Fig. 1: run 1, gate-type map
Drawn at 3 px/µm.
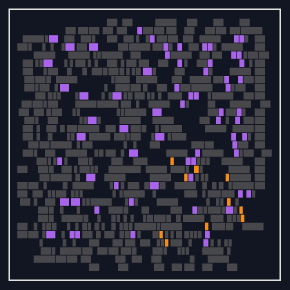
Fig. 2: run 1, clock network drawn from the DEF
Drawn at 3 px/µm.
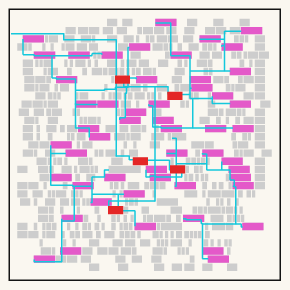
Fig. 3: run 1, wiring by layer
Drawn at 6 px/µm.
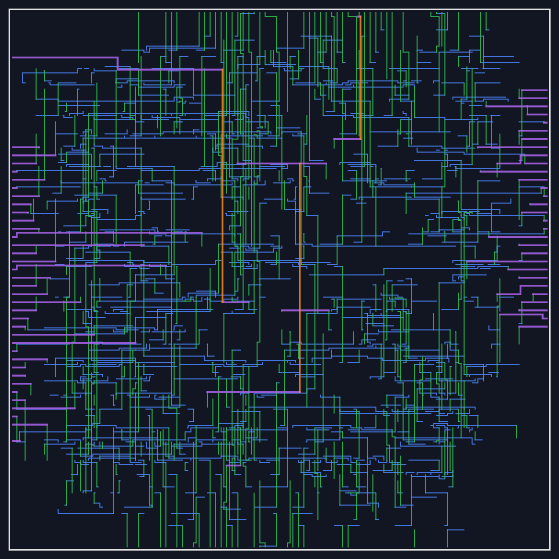
Fig. 4: run 1, clock nets
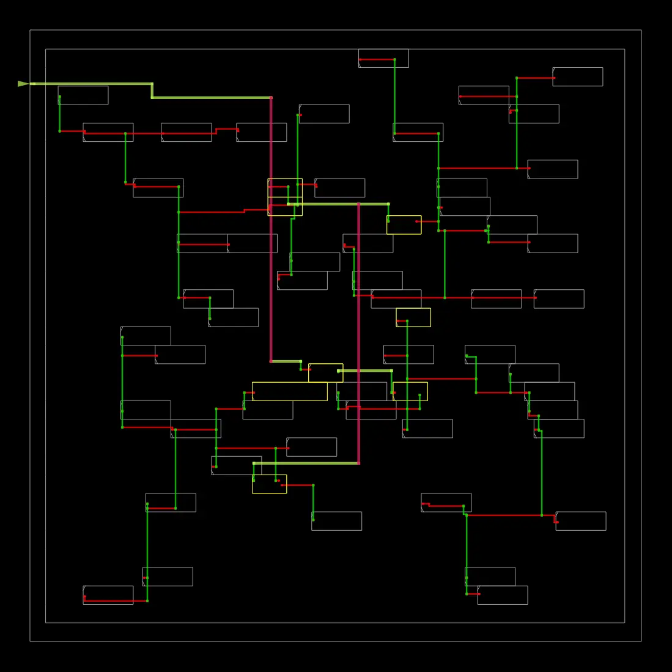
### src/rtl/mem_pkg.sv
// Memory command encoding and arbiter types shared by the CPU controller and
// the RAM port arbiter.
package mem_pkg;

    typedef logic [1:0] mem_cmd_t;

    localparam mem_cmd_t MNONE  = 2'b00;
    localparam mem_cmd_t MREAD  = 2'b01;
    localparam mem_cmd_t MWRITE = 2'b10;

    typedef enum logic [1:0] {
        ST_IDLE,
        ST_ISSUE,
        ST_WAIT,
        ST_ACK
    } arb_state_t;

    typedef enum logic {
        OWN_CPU = 1'b0,
        OWN_DMA = 1'b1
    } owner_t;

    // 2'b11 is reserved and behaves like MNONE.
    function automatic logic is_req(input mem_cmd_t cmd);
        return (cmd == MREAD) || (cmd == MWRITE);
    endfunction

endpackage

### src/rtl/mem_port_arbiter_if.sv
// One master's request/acknowledge bus into the RAM port arbiter.
interface mem_port_arbiter_if #(
    parameter int ADDR_W = 9,
    parameter int DATA_W = 16
);
    mem_pkg::mem_cmd_t  cmd;
    logic [ADDR_W-1:0]  addr;
    logic [DATA_W-1:0]  wdata;
    logic               ack;
    logic [DATA_W-1:0]  rdata;

    modport master (output cmd, addr, wdata, input ack, rdata);
    modport slave  (input cmd, addr, wdata, output ack, rdata);
endinterface

### src/rtl/mem_port_arbiter_rr.sv
// Two-way round-robin picker: bit 0 is the CPU, bit 1 the DMA port.
// On a tie the master that was not granted last wins.
module rr_arbiter2
    import mem_pkg::*;
(
    input  logic [1:0] req_i,
    input  owner_t     last_grant_i,
    output logic [1:0] grant_o
);

    // NOTE: every combinational output gets a default first so no path leaves it unassigned (no latch).
    always_comb begin
        grant_o = 2'b00;
        case (req_i)
            2'b01:   grant_o = 2'b01;
            2'b10:   grant_o = 2'b10;
            2'b11:   grant_o = (last_grant_i == OWN_CPU) ? 2'b10 : 2'b01;
            default: grant_o = 2'b00;
        endcase
    end

endmodule

### src/rtl/mem_port_arbiter.sv
// Shares the single-port RAM between the CPU and DMA masters, one transaction
// at a time, with registered RAM command outputs and a one-cycle ack pulse.
module mem_port_arbiter
    import mem_pkg::*;
#(
    parameter int ADDR_W = 9,
    parameter int DATA_W = 16,
    parameter int RD_LAT = 1
) (
    input  logic              clk,
    input  logic              rst,
    mem_port_arbiter_if.slave cpu,
    mem_port_arbiter_if.slave dma,
    output mem_cmd_t          ram_cmd_o,
    output logic [ADDR_W-1:0] ram_addr_o,
    output logic [DATA_W-1:0] ram_wdata_o,
    input  logic [DATA_W-1:0] ram_rdata_i,
    output logic              busy_o
);

    localparam logic [2:0] LAT_INIT = 3'(RD_LAT);

    arb_state_t        state_q, state_d;
    owner_t            owner_q, owner_d;
    owner_t            last_grant_q, last_grant_d;
    logic [2:0]        cnt_q, cnt_d;
    mem_cmd_t          ram_cmd_q, ram_cmd_d;
    logic [ADDR_W-1:0] ram_addr_q, ram_addr_d;
    logic [DATA_W-1:0] ram_wdata_q, ram_wdata_d;
    logic [DATA_W-1:0] rdata_q, rdata_d;
    logic              cpu_ack_q, cpu_ack_d;
    logic              dma_ack_q, dma_ack_d;

    logic [1:0]        req;
    logic [1:0]        grant;
    logic              go_ack;

    assign req = {is_req(dma.cmd), is_req(cpu.cmd)};

    rr_arbiter2 u_rr (
        .req_i        (req),
        .last_grant_i (last_grant_q),
        .grant_o      (grant)
    );

    // NOTE: sequential state uses non-blocking assignments only; rst is synchronous, so it is tested inside the clocked branch.
    always_ff @(posedge clk) begin
        if (rst) begin
            state_q      <= ST_IDLE;
            owner_q      <= OWN_CPU;
            last_grant_q <= OWN_DMA;
            cnt_q        <= '0;
            ram_cmd_q    <= MNONE;
            ram_addr_q   <= '0;
            ram_wdata_q  <= '0;
            rdata_q      <= '0;
            cpu_ack_q    <= 1'b0;
            dma_ack_q    <= 1'b0;
        end else begin
            state_q      <= state_d;
            owner_q      <= owner_d;
            last_grant_q <= last_grant_d;
            cnt_q        <= cnt_d;
            ram_cmd_q    <= ram_cmd_d;
            ram_addr_q   <= ram_addr_d;
            ram_wdata_q  <= ram_wdata_d;
            rdata_q      <= rdata_d;
            cpu_ack_q    <= cpu_ack_d;
            dma_ack_q    <= dma_ack_d;
        end
    end

    always_comb begin
        state_d      = state_q;
        owner_d      = owner_q;
        last_grant_d = last_grant_q;
        cnt_d        = cnt_q;
        ram_cmd_d    = ram_cmd_q;
        ram_addr_d   = ram_addr_q;
        ram_wdata_d  = ram_wdata_q;
        rdata_d      = rdata_q;
        go_ack       = 1'b0;

        case (state_q)
            ST_IDLE: begin
                ram_cmd_d = MNONE;
                if (grant[0]) begin
                    owner_d      = OWN_CPU;
                    last_grant_d = OWN_CPU;
                    ram_cmd_d    = cpu.cmd;
                    ram_addr_d   = cpu.addr;
                    ram_wdata_d  = cpu.wdata;
                    state_d      = ST_ISSUE;
                end else if (grant[1]) begin
                    owner_d      = OWN_DMA;
                    last_grant_d = OWN_DMA;
                    ram_cmd_d    = dma.cmd;
                    ram_addr_d   = dma.addr;
                    ram_wdata_d  = dma.wdata;
                    state_d      = ST_ISSUE;
                end
            end
            ST_ISSUE: begin
                if (ram_cmd_q == MWRITE) begin
                    ram_cmd_d = MNONE;
                    go_ack    = 1'b1;
                    state_d   = ST_ACK;
                end else begin
                    cnt_d   = LAT_INIT;
                    state_d = ST_WAIT;
                end
            end
            ST_WAIT: begin
                // RAM data is valid in the cycle the counter shows 1.
                if (cnt_q == 3'd1) begin
                    rdata_d   = ram_rdata_i;
                    ram_cmd_d = MNONE;
                    go_ack    = 1'b1;
                    state_d   = ST_ACK;
                end else begin
                    cnt_d = cnt_q - 3'd1;
                end
            end
            ST_ACK: begin
                state_d = ST_IDLE;
            end
            default: begin
                ram_cmd_d = MNONE;
                state_d   = ST_IDLE;
            end
        endcase

        cpu_ack_d = go_ack && (owner_q == OWN_CPU);
        dma_ack_d = go_ack && (owner_q == OWN_DMA);
    end

    always_comb begin
        busy_o      = (state_q != ST_IDLE);
        ram_cmd_o   = ram_cmd_q;
        ram_addr_o  = ram_addr_q;
        ram_wdata_o = ram_wdata_q;
        cpu.ack     = cpu_ack_q;
        dma.ack     = dma_ack_q;
        cpu.rdata   = rdata_q;
        dma.rdata   = rdata_q;
    end

endmodule
### src/flat_wrapper.sv
// flat-port wrapper written by rule: the top's interface ports become plain ports
module mem_port_arbiter_flat import mem_pkg::*;
#(
    parameter int ADDR_W = 9,
    parameter int DATA_W = 16,
    parameter int RD_LAT = 1
)
  (clk, rst, ram_cmd_o, ram_addr_o, ram_wdata_o, ram_rdata_i, busy_o, cpu_cmd, cpu_addr, cpu_wdata, cpu_ack, cpu_rdata, dma_cmd, dma_addr, dma_wdata, dma_ack, dma_rdata);
  mem_port_arbiter_if #(.ADDR_W(ADDR_W), .DATA_W(DATA_W)) cpu_i ();
  mem_port_arbiter_if #(.ADDR_W(ADDR_W), .DATA_W(DATA_W)) dma_i ();
  input  logic clk;
  input  logic rst;
  output mem_cmd_t ram_cmd_o;
  output logic [ADDR_W-1:0] ram_addr_o;
  output logic [DATA_W-1:0] ram_wdata_o;
  input  logic [DATA_W-1:0] ram_rdata_i;
  output logic busy_o;
  input wire logic [$bits(cpu_i.cmd)-1:0] cpu_cmd;
  input wire logic [$bits(cpu_i.addr)-1:0] cpu_addr;
  input wire logic [$bits(cpu_i.wdata)-1:0] cpu_wdata;
  output wire logic [$bits(cpu_i.ack)-1:0] cpu_ack;
  output wire logic [$bits(cpu_i.rdata)-1:0] cpu_rdata;
  input wire logic [$bits(dma_i.cmd)-1:0] dma_cmd;
  input wire logic [$bits(dma_i.addr)-1:0] dma_addr;
  input wire logic [$bits(dma_i.wdata)-1:0] dma_wdata;
  output wire logic [$bits(dma_i.ack)-1:0] dma_ack;
  output wire logic [$bits(dma_i.rdata)-1:0] dma_rdata;
  assign cpu_i.cmd = cpu_cmd;
  assign cpu_i.addr = cpu_addr;
  assign cpu_i.wdata = cpu_wdata;
  assign cpu_ack = cpu_i.ack;
  assign cpu_rdata = cpu_i.rdata;
  assign dma_i.cmd = dma_cmd;
  assign dma_i.addr = dma_addr;
  assign dma_i.wdata = dma_wdata;
  assign dma_ack = dma_i.ack;
  assign dma_rdata = dma_i.rdata;
  mem_port_arbiter #(.ADDR_W(ADDR_W), .DATA_W(DATA_W), .RD_LAT(RD_LAT)) u_core (.clk(clk), .rst(rst), .cpu(cpu_i), .dma(dma_i), .ram_cmd_o(ram_cmd_o), .ram_addr_o(ram_addr_o), .ram_wdata_o(ram_wdata_o), .ram_rdata_i(ram_rdata_i), .busy_o(busy_o));
endmodule
### config.mk
export PLATFORM = sky130hd
export DESIGN_NAME = mem_port_arbiter_flat
export DESIGN_NICKNAME = d
export VERILOG_FILES = /design/src/rtl/mem_pkg.sv /design/src/rtl/mem_port_arbiter_if.sv /design/src/rtl/mem_port_arbiter_rr.sv /design/src/rtl/mem_port_arbiter.sv /design/src/flat_wrapper.sv
export SDC_FILE = /design/constraint.sdc
export NUM_CORES = 1
export LEC_CHECK = 0
export ABC_AREA = 1
export CAP_MARGIN = 30
export CORE_MARGIN = 2
export CORE_UTILIZATION = 40
export CTS_CLUSTER_DIAMETER = 30
export DETAILED_ROUTE_END_ITERATION = 8
export PLACE_DENSITY_LB_ADDON = 0.1
export SLEW_MARGIN = 20
export SYNTH_ARGS = -nofsm -noshare
export SYNTH_HDL_FRONTEND = slang
export SYNTH_SLANG_ARGS = --single-unit
export TNS_END_PERCENT = 5
### constraint.sdc
create_clock -name clk -period 2.85 [get_ports clk]
set_input_delay 0.57 -clock clk [delete_from_list [all_inputs] [get_ports clk]]
set_output_delay 0.57 -clock clk [all_outputs]
set_load 0.01 [all_outputs]
==> flow_summary.json, run 1 <==
{
  "status": "finished, final reports clean",
  "r2r_slack_ns": 1.06,
  "grt_pass1_vias": 2713,
  "path_class": "register to output port",
  "worst_r2r_endpoint": "u_core.cnt_q[1]",
  "antenna_cells": 0,
  "io_pins": 134,
  "top_logic_kind": "simple AND/OR/NAND/NOR gates",
  "rr_worst_depth": 8,
  "fmax_mhz": 434,
  "start_kind": "register",
  "synth_flops": 52,
  "netlist_area_mm2": 0.00295,
  "endpoint_kind": "output port",
  "ctsResizeCount": 0,
  "mappedNetlistNets": 477,
  "h-tree-depth": 2,
  "cp_cell_sequence": "inv_1 > ha_1 > inv_1 > clkdlybuf4s50_1",
  "die_w_um": 89.8,
  "crit_path_max_fanout": 6,
  "aoi_share": 0.137,
  "setup_ws_ns": 0.546,
  "area_growth_syn_to_layout_pct": 45.5,
  "hold_viol_final": 0,
  "setup_viol": 0,
  "ctsHoldBuffers": 0,
  "grt_max_degree": 32,
  "hold_depth": 2,
  "warnings": 31,
  "ys_types": 27,
  "fin_crit_ns": 2.30,
  "antenna_found_initial": 0,
  "cts.sinks": 52,
  "adder_share": 0.0297,
  "detail_route.vias_per_cell": 4.48,
  "yosys_area_mm2": 0.00295,
  "overflow": 0,
  "crit_required_ns": 2.28,
  "ys_cells": 398,
  "drc": 0,
  "slew_violations": 0,
  "drt_first_pass_iters": 4,
  "drt_iter0_markers": 67,
  "hp-class": "register to register",
  "arrival_ns": 1.73,
  "postSynthSeqShare": 0.353,
  "p_per_area_mw_per_mm2": 772,
  "fp.coreArea_mm2": 0.00718,
  "slew-limit-headroom": 0.651,
  "vias": 2713,
  "syn_avg_cell_area_um2": 7.41,
  "whs_endpoint": "u_core.cpu.rdata[2]",
  "port_buffers": 133,
  "place_ws_ns": 0.598,
  "peakVddDrop_mv": 0.440,
  "clk_pin_slew_worst_paths_ns": 0.09,
  "synth_xor_xnor_area_share": 0.00297,
  "ys_warn_count": 0,
  "timing.rr.start": "u_core.state_q[0]",
  "holdWs_ns": 0.463,
  "cp_common_cell": "inv_1",
  "dp_hpwl_um": 5270,
  "fin_tns_setup_ns": 0,
  "period_used_share": 0.809,
  "cts_tree": "yes",
  "netlist_instances": 398
}
Notes on Fig. 1 above:
Key: orange = NOR gates [cells 10]; purple = inverting AOI/OAI gates [cells 66, where all over the die]
multi-input gate share of total cell area: 0.311
Layout Cells excl Fill: 606
Top cell excl fill/tap: clkdlybuf4s50_1

Notes on Fig. 2 above:
Key: magenta = flip-flops [count 52]; red = cells driving clock nets [count 5]; cyan = clock wires [length 683 µm]
There are 6 routed clock nets. Position of the flops: all over the die.
Clk. pwr: 0.557 mW
Worst-Skew Late Latency: 0.30 ns
setup skew after layout: 0.00549 ns
Clock power frac: 0.168

Notes on Fig. 3 above:
Key: purple = met3 [wire length 478 µm]; blue = met1 [wire length 3040 µm]; orange = met4 [wire length 97.2 µm]; green = met2 [wire length 3470 µm]
All-Layer GR Usage: 0.180
routed len/inst: 11.7 µm

Notes on Fig. 4 above:
Flops: 52
Clock Buffer Count: 7
cts bufs inserted: 5

## run 1: cell type report
| type | count | area, µm² |
|---|---|---|
| multi-input combinational | 228 | 1330 |
| clock inverter | 1 | 30.0 |
| inverter | 84 | 325 |
| clock buffer | 7 | 96.3 |
| sequential | 52 | 1040 |
| timing repair buffer | 135 | 1340 |
| tap | 99 | 124 |
| fill | 690 | 2890 |
## run 1: Yosys cell counts, drive strengths merged
library cell	instances	share of area
inv	84	0.11
nand2	81	0.12
nand3	61	0.14
dfxtp	52	0.35
a21oi	46	0.10
buf	28	0.077
o21ai	19	0.032
nor2	9	0.011
ha	7	0.030
clkbuf	6	0.0076
nand3b	2	0.0093
nor3	1	0.0017
o211ai	1	0.0025
xor2	1	0.0030
## run 1: metrics by stage
stage                     cells  cell area [µm²]  utilization  power (mW)
after floorplan             398             2950            -        2.20
after global placement      598             4160        0.580        2.76
after detailed placement    598             4160        0.580        2.79
after CTS                   606             4290        0.598        3.35
after global routing        606             4290        0.598        3.58
final                       606             4290        0.598        3.31
## run 1: placed cells by master (no fill, tap or decap)
cell,synthesis,layout
inv_1,80,80
inv_2,2,2
nand3_2,19,19
a21oi_2,19,19
nor2_1,9,9
nand3_1,42,42
a21oi_1,27,27
inv_4,1,1
nand2_2,3,3
nand2_4,5,5
nand3b_1,1,1
ha_1,7,7
inv_8,1,1
xor2_1,1,1
nand3b_4,1,1
buf_2,5,1
nand2_8,1,1
clkdlybuf4s50_1,0,132
buf_4,18,2
o211ai_1,1,1
clkbuf_8,0,7
nand2_1,72,72
o21ai_0,19,19
nor3_1,1,1
dfxtp_1,52,52
bufinv_16,0,1
## run 1: sequential cells by signal (all words and copies together), names as in the netlist
signal	flops
u_core.cnt_q	3
u_core.cpu.ack	1
u_core.cpu.rdata	16
u_core.dma.ack	1
u_core.last_grant_q	1
u_core.owner_q	1
u_core.ram_addr_o	9
u_core.ram_cmd_o	2
u_core.ram_wdata_o	16
u_core.state_q	2
## run 1: worst max-delay path by stage
stage               cells past startpoint         startpoint                     end  slack [ns]
floorplan                               9         dma_cmd[1]   u_core.ram_wdata_o[3]        1.43
global placement                        9         dma_cmd[0]   u_core.ram_wdata_o[3]        0.63
CTS                                     4  u_core.state_q[0]                  busy_o        0.52
global route                            4  u_core.state_q[1]                  busy_o        0.43
finish                                  4  u_core.state_q[0]                  busy_o        0.55
detailed placement                      9         dma_cmd[1]  u_core.ram_wdata_o[10]        0.60
## run 1: critical path, delay by kind of cell, from the launching register on
| family | cells | cell delay, ns |
|---|---|---|
| fa+ha+maj | 1 | 0.31 |
| flops | 1 | 0.37 |
| buf+inv | 3 | 0.74 |
## run 1: power breakdown
group	total, mW	internal, mW	switching, mW	leakage, nW
combinational	1.67	0.800	0.867	1.39
sequential	1.09	0.951	0.138	0.427
clock	0.557	0.310	0.247	0.0645
## run 1: layer usage
layer | global-route usage | up-vias | wire length [µm] | part of all wire
met5 | 0 | - | 0 | 0
met3 | 0.0486 | 7 | 478 | 0.067
met2 | 0.321 | 76 | 3470 | 0.49
li1 | - | 1430 | - | -
met1 | 0.211 | 1200 | 3040 | 0.43
met4 | 0.0526 | 0 | 97 | 0.014
Fig. 5: run 1, PDN straps and rails
Drawn at 4 px/µm. Pins as bars on the die edge.
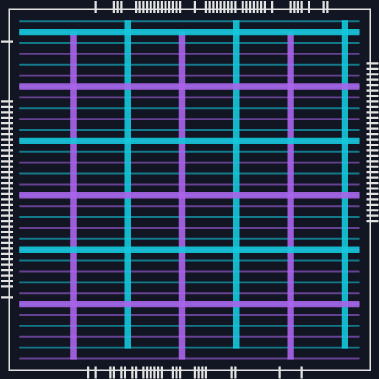

==> inputs of run 2 (changes only) <==
CORE_UTILIZATION = 38   (was 40)
clock period = 2 ns   (was 2.85 ns; I/O delays follow)
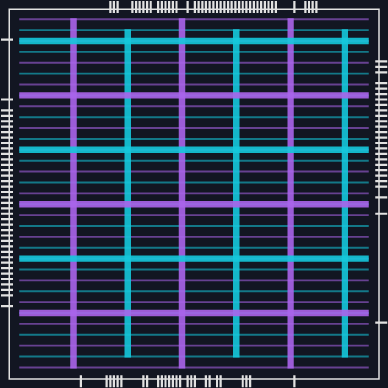
Fig. 6. PDN straps and rails (run 2).
Drawn at 4 px/µm. Pins as bars on the die edge.
Key: cyan = VDD; purple = VSS
The core has 32 rows. 6 straps on met5.

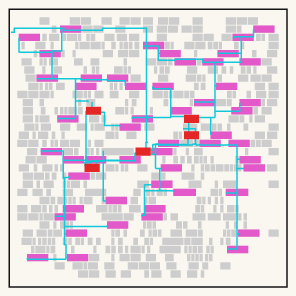
Fig. 7. Clock network drawn from the DEF (run 2).
Drawn at 3 px/µm.
Key: red = cells driving clock nets [count 5]; cyan = clock wires [length 669 µm]; magenta = flip-flops [count 52]
Position of the flops: all over the die.

==> run 2 against run 1 <==
- hold slack about the same
- wire length up 0.69%
- design area increased by 1.5%
- setup slack got worse by 0.27 ns
- largest power group unchanged
- critical endpoint unchanged
- largest cell class unchanged
==> flow_summary.json, run 2 <==
{
  "dp_hpwl_um": 5300,
  "cts_buffers": 5,
  "hold_viol_final": 0,
  "fin_cells": 614,
  "netlist_instances": 398,
  "final_core_util": 0.572,
  "setup_viol": 0,
  "whs_endpoint": "u_core.cpu.rdata[12]",
  "grtUsageMet2": 0.288,
  "peakVddDrop_mv": 0.543,
  "place_inst": 606,
  "area_growth_syn_to_layout_pct": 47.7,
  "die_w_um": 92.1,
  "wl_per_cell_um": 11.6,
  "p_per_area_mw_per_mm2": 1100,
  "antenna_cells": 0,
  "clock_skew_ns": 0.00766,
  "crit_required_ns": 1.60,
  "period_used_share": 0.862,
  "place_ws_ns": 0.0989,
  "fin_crit_ns": 1.72,
  "yosys_area_mm2": 0.00295,
  "drc": 0,
  "io_pins": 134,
  "dpl-instance-area_mm2": 0.00423,
  "setup_ws_ns": 0.277,
  "ys_warn_count": 0,
  "edf_count": 0,
  "clk_pin_slew_worst_paths_ns": 0.10,
  "detail_route.vias_per_cell": 4.48,
  "syn_avg_cell_area_um2": 7.41,
  "final_cell_mix": "131 x clkdlybuf4s50_1, 80 x inv_1, 72 x nand2_1",
  "drt_first_pass_iters": 4,
  "antenna_found_initial": 0,
  "mostFrequentLayoutCell": "clkdlybuf4s50_1",
  "cts_tree": "yes",
  "grt.busiest_layer": "met2",
  "final_area_mm2": 0.00435,
  "status": "finished, final reports clean",
  "holdWs_ns": 0.463,
  "insertion_delay_ns": 0.30,
  "endpoint_kind": "output port",
  "h-tree-depth": 2,
  "crit_path_max_fanout": 6,
  "drt_iter0_markers": 74,
  "netlist_area_mm2": 0.00295,
  "worst_r2r_endpoint": "u_core.ram_wdata_o[15]",
  "start_kind": "register",
  "overflow": 0,
  "port_buffers": 133,
  "postSynthSeqShare": 0.353,
  "fin_tns_setup_ns": 0,
  "hold_depth": 2,
  "ys_types": 27,
  "r2r_slack_ns": 0.51,
  "gr-usage-met3": 0.0403,
  "maxCapViolations": 0,
  "warnings": 31,
  "slew_violations": 0,
  "slew-limit-headroom": 0.626,
  "power.total_mw": 4.78,
  "timing.rr.start": "u_core.state_q[0]",
  "fp.coreArea_mm2": 0.00761,
  "top_area_frac": 0.353,
  "synth_flops": 52,
  "rr_worst_depth": 8,
  "fmax_mhz": 580,
  "ys_cells": 398,
  "yosysMostFrequentCell": "inv_1",
  "grt_max_degree": 34,
  "yosys-top-cells-area": "dfxtp_1 35%, inv_1 10%, nand2_1 9.2%, nand3_1 7.1%, nand3_2 6.5%",
  "path_class": "register to output port",
  "grt_usage": 0.169,
  "top_cells_by_count": "80 x inv_1, 72 x nand2_1, 52 x dfxtp_1",
  "top_area_cell": "dfxtp_1",
  "arrival_ns": 1.32,
  "cts.sinks": 52
}
-- run 2: cell counts after synthesis --
No cell type changed its count.
-- run 2: logic make-up (layout without fill, tap and decap cells) --
group | Yosys count | in the layout | synth area share
and+or+nand+nor | 154 | 154 | 0.282
buffers and inverters | 118 | 232 | 0.195
AOI/OAI and AO/OA | 66 | 66 | 0.137
DFF | 52 | 52 | 0.353
adders and majority gates | 7 | 7 | 0.0297
xor gates and xnor gates | 1 | 1 | 0.00297
-- run 2: worst max path at each step --
stage / end / slack (ns)
6_report: busy_o / 0.28
5_1_grt: busy_o / 0.20
4_1_cts: busy_o / 0.26
3_5_place_dp: u_core.ram_wdata_o[15] / 0.1
3_3_place_gp: u_core.ram_wdata_o[7] / 0.13
2_1_floorplan: u_core.cnt_q[1] / 0.63
-- run 2: final cells by class --
type / instances / area, µm²
Multi-Input combinational cell: 228 / 1330
Clock buffer: 6 / 82.6
Clock inverter: 2 / 38.8
Inverter: 84 / 325
Fill cell: 747 / 3250
Sequential cell: 52 / 1040
Tap cell: 102 / 128
Timing Repair Buffer: 140 / 1400
-- run 2: per-layer routing --
metal  wire length, µm  vias to the layer above
met3               395                        8
met4                93                        0
met1              3210                     1225
li1                  -                     1439
met2              3430                       80
met5                 0                        -
-- run 2: report_power, final --
group | internal [mW] | leakage, nW | total, mW | switching, mW
logic | 1.20 | 1.43 | 2.45 | 1.25
clock network | 0.410 | 0.0614 | 0.764 | 0.354
registers | 1.36 | 0.428 | 1.56 | 0.205
-- run 2: what timing repair did --
item,in CTS,in global routing
endpoints found under the setup margin,1,0
hold buffers,0,0
resized,3,0
-- run 2: worst max-delay path, cell delays in order (launching register included) --
cell	delay, ns
dfxtp_2	0.34
inv_1	0.15
ha_1	0.20
inv_1	0.05
dlygate4sd2_1	0.28
Power figures rest on the tool's default switching activity, not on a simulated workload.
